Design uart_rx, sky130hd; sources not shown.
run_1/flops_by_reg.png
Scale bar: 20 um. Other sequential cells in the stronger grey, the rest of the logic in the fainter grey.
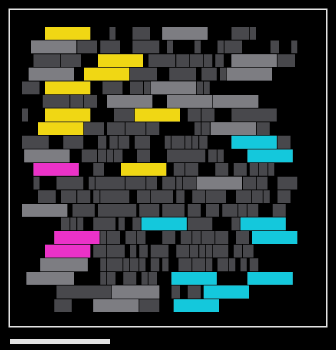
Key: cnt = cyan [sequential cells 9]; shift = yellow [sequential cells 8]; bit_idx = magenta [sequential cells 3]
Another 17 sequential cells are not coloured.
FF/Latch Area: 930 um2
Seq area share: 41.4%
Power Sequential: 0.000774 W
final core utilization: 67.2%

run_1/layer_met1.png
Scale bar: 20 um.
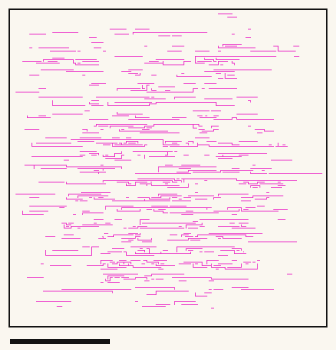
The longest straight run is 18.4 um. The wires run mostly horizontal.
final WL: 3770 um
met1 usage: 27.1%

run_1/io_placement.png
Scale bar: 20 um. Pins as bars across the die edge, other pins in grey.
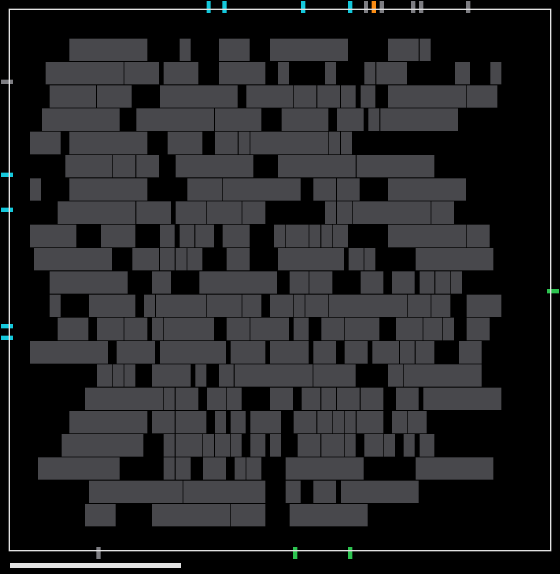
Key: ferr = orange [pins 1, direction output, edge top]; rx_data = cyan [pins 8, direction output, edge 4 top, 4 left]; state_dbg = green [pins 3, direction output, edge 2 bottom, 1 right]
port bufs: 18
Die X: 63.1 um
DIE HEIGHT: 63.1 um

==> results.ini, run 1 <==
[status]
status=complete, no violations

[cells_and_area]
seq_cells=37
fillers=272
nonClkBufAreaFrac_pct=13.3
final_cells=247
antenna_cells=0
nClkBuffers=5
comb_share_pct=38.3

[synthesis]
synthTopCellsByCount=dfrtp_1 (35), mux2_2 (16), nand2_1 (12), nor2_1 (12)
ys_seq_share_pct=53.1
ys_sh_mux_pct=10.9
top_area_share_pct=50.1
yosysMostFrequentCell=dfrtp_1
yosys_area_um2=1750
ys_cells=161
synth-main-ff-cell=dfrtp_1
edf_count=0
fa_ha_area_share_pct=2.15
logic_family=simple AND/OR/NAND/NOR gates

[route]
drc_errors=0
ant_nets=0
drt_iter0_drc=75

[floorplanning]
io_pins=19
num_tap_cells=46

[worst_setup_path]
endpoint_kind=register
path_max_fanout=4
crit_path_top_delay_cell=or4b_4
critPathRequiredTime_ns=2.18

[grt]
antenna_found_initial=0
grt_max_degree=38
grt_pass1_wl_um=6670

[clocking]
clock_latency_ns=0.35
clk_pin_slew_ns=0.11
clockBufferDepth=2
cts_tree=yes
numCtsBuffers=5

[worst_hold_path]
hp-class=register to register

[final_timing]
max_slew.worst_pin.slew_ns=0.884
clock_skew_ns=0.0100
finalSetupViolCount=0
min_period_ns=1.93

[place]
dp.cells=236

[pwr]
p_switching_w=0.000271
p_int_w=0.00104
p_per_area_nw_per_um2=584

[run 1: worst max-delay path, delay by kind of cell (launching register included)]
kind          cells  cell delay (ns)
fa+ha+maj         1             0.15
buf+inv           2             0.30
flops             1             0.40
mux               1             0.30
simple gates      2             0.66
[run 1: what timing repair did]
item                                    in CTS  in global routing
setup buffers                                3                  1
resized                                     11                 18
pin swaps                                    2                  2
endpoints found under the setup margin      25                 32
[run 1: layer usage]
layer | up-vias | global-route usage, % | share of wire, %
li1 | 647 | - | -
met1 | 675 | 27.1 | 43
met2 | 19 | 35.9 | 52
met3 | 6 | 4.29 | 3.4
met4 | 0 | 8.89 | 1.2
met5 | - | 0 | 0
## Run 2: what changed since run 1
--- a/config.mk
+++ b/config.mk
@@ -6,10 +6,10 @@
 export NUM_CORES = 1
 export LEC_CHECK = 0
 export CAP_MARGIN = 10
-export CORE_MARGIN = 2
-export CORE_UTILIZATION = 50
+export CORE_UTILIZATION = 55
 export DETAILED_ROUTE_END_ITERATION = 8
-export PLACE_DENSITY = 0.71
+export DONT_BUFFER_PORTS = 1
+export PLACE_DENSITY = 0.69
 export RECOVER_POWER = 100
 export SYNTH_ARGS = -nofsm -noshare
 export SYNTH_HDL_FRONTEND = slang
run_2/metal_density.png
Scale bar: 20 um. The die is cut into 12 by 12 equal tiles; dark blue is low, red is high, scaled to the fullest tile. Values are wire area over tile area, all layers added.
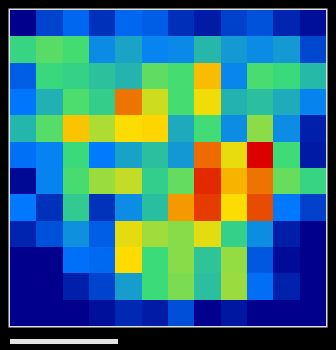
The fullest tile reaches 0.47. The emptiest ninth of the die: bottom left. 11% of the tiles are nearly empty. The mean over all tiles is 0.17. The densest ninth of the die: middle. 30% of the tiles are over half the peak.
GRT Util Overall: 24.0%
routed len/inst: 15.9 um
final WL: 3630 um
Vias: 1,314

run_2/clocks.png
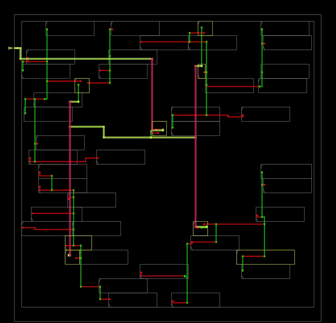
clock latency on the worst-skew pair: 0.35 ns
# clock sinks: 37
Layout Skew: 0.00885 ns
CTS buffer count: 5
Layout clock buffers: 7

==> run 2 against run 1 <==
Against the previous run: synthesized area is the same; total power grew 2.9%; clock power grew 8.8%; critical path depth is the same; sequential cell count is the same; largest cell class unchanged; maximum frequency shrank 1.8%; the flow now finishes with violations (setup timing).
==> results.ini, run 2 <==
[grt]
busiest_layer=met2
grt_max_degree=38  ; unchanged
grt_pass1_wl_um=5950  ; -11%
met1_usage_pct=30.9  ; +3.8 points
grt.met2_usage_pct=37.3  ; +1.4 points
grtUsageMet3_pct=4.84  ; +0.55 points

[worst_setup_path]
path_buffers=2  ; unchanged
path_max_fanout=5  ; +1
critical-path-top-delay-family=simple AND/OR/NAND/NOR gates
crit_path_top_delay_cell=or4b_4
critPathRequiredTime_ns=2.19  ; about the same
start_kind=register
crit_cells=6  ; unchanged
endpoint_kind=register

[synthesis]
yosysMostFrequentCell=dfrtp_1
top_area_share_pct=50.1  ; unchanged
ys_cells=161  ; unchanged
edf_count=0  ; unchanged
ys_seq_share_pct=53.1  ; unchanged
synth-main-ff-cell=dfrtp_1
synthTopCellsByCount=dfrtp_1 (35), mux2_2 (16), nand2_1 (12), nor2_1 (12)
ys_sh_mux_pct=10.9  ; unchanged
logic_family=simple AND/OR/NAND/NOR gates
syn_area_per_cell_um2=10.9
fa_ha_area_share_pct=2.15  ; unchanged

[cells_and_area]
antenna_cells=0  ; unchanged
postLayoutCoreUtil_pct=70.1  ; +2.9 points
final_cells=228  ; -7.7%
area_delta_synth_final_pct=21.4
fillers=242  ; -11%
final-seq-area_um2=930  ; unchanged

[floorplanning]
io_pins=19  ; unchanged
die_w_um=58.4  ; -7.5%
dieHeight_um=58.4  ; -7.5%

[clocking]
clk_pin_slew_ns=0.10  ; about the same
postCtsSetupBuffers=1  ; -2
cts_resized=8  ; -3
clockBufferDepth=2  ; unchanged
cts_tree=yes

[route]
ant_nets=0  ; unchanged
drt_iter0_drc=75  ; unchanged
drc_errors=0  ; unchanged

[status]
status=complete, but fails checks
violations=setup timing

[place]
dp.cells=216  ; -8.5%
port_buffers=0  ; -18
place_ws_ns=-0.0955

[final_timing]
max_slew.worst_pin.slew_ns=0.896  ; +0.0128 ns
setup_tns_ns=-0.0392
finalSetupViolCount=4  ; +4
min_period_ns=1.96  ; +0.0353 ns
fin_ws_ns=-0.0124

[pwr]
p_per_area_nw_per_um2=636  ; +8.7%

[worst_hold_path]
hp-class=input port to register

[job]
cap_violations=0

-- run 2: cell type report --
type | count | share of cell area (%)
clock buffer | 7 | 2.59
clock inverter | 1 | 1.41
inverter | 7 | 1.24
multi-input combinational | 108 | 38.9
sequential | 37 | 43.8
tap | 44 | 2.59
timing repair buffer | 24 | 9.49
-- run 2: power breakdown --
part,internal [W],switching [W]
logic,0.00000241,0.0000169
clock network,0.000306,0.000248
registers,0.000771,0.00000533
total,0.00108,0.000270
-- run 2: cell families (layout without fill, tap and decap cells) --
logic type	Yosys count	in the layout
simple gates	62	62
flops	37	37
compound gates	22	22
mux	17	17
buf+inv	16	39
xor+xnor	4	4
fa+ha+maj	3	3
-- run 2: layer usage --
layer	vias to the layer above	part of all wire [%]
met1	648	45
met4	0	2.8
met3	12	4.0
li1	619	-
met2	35	48
met5	-	0
Power figures rest on the tool's default switching activity, not on a simulated workload.
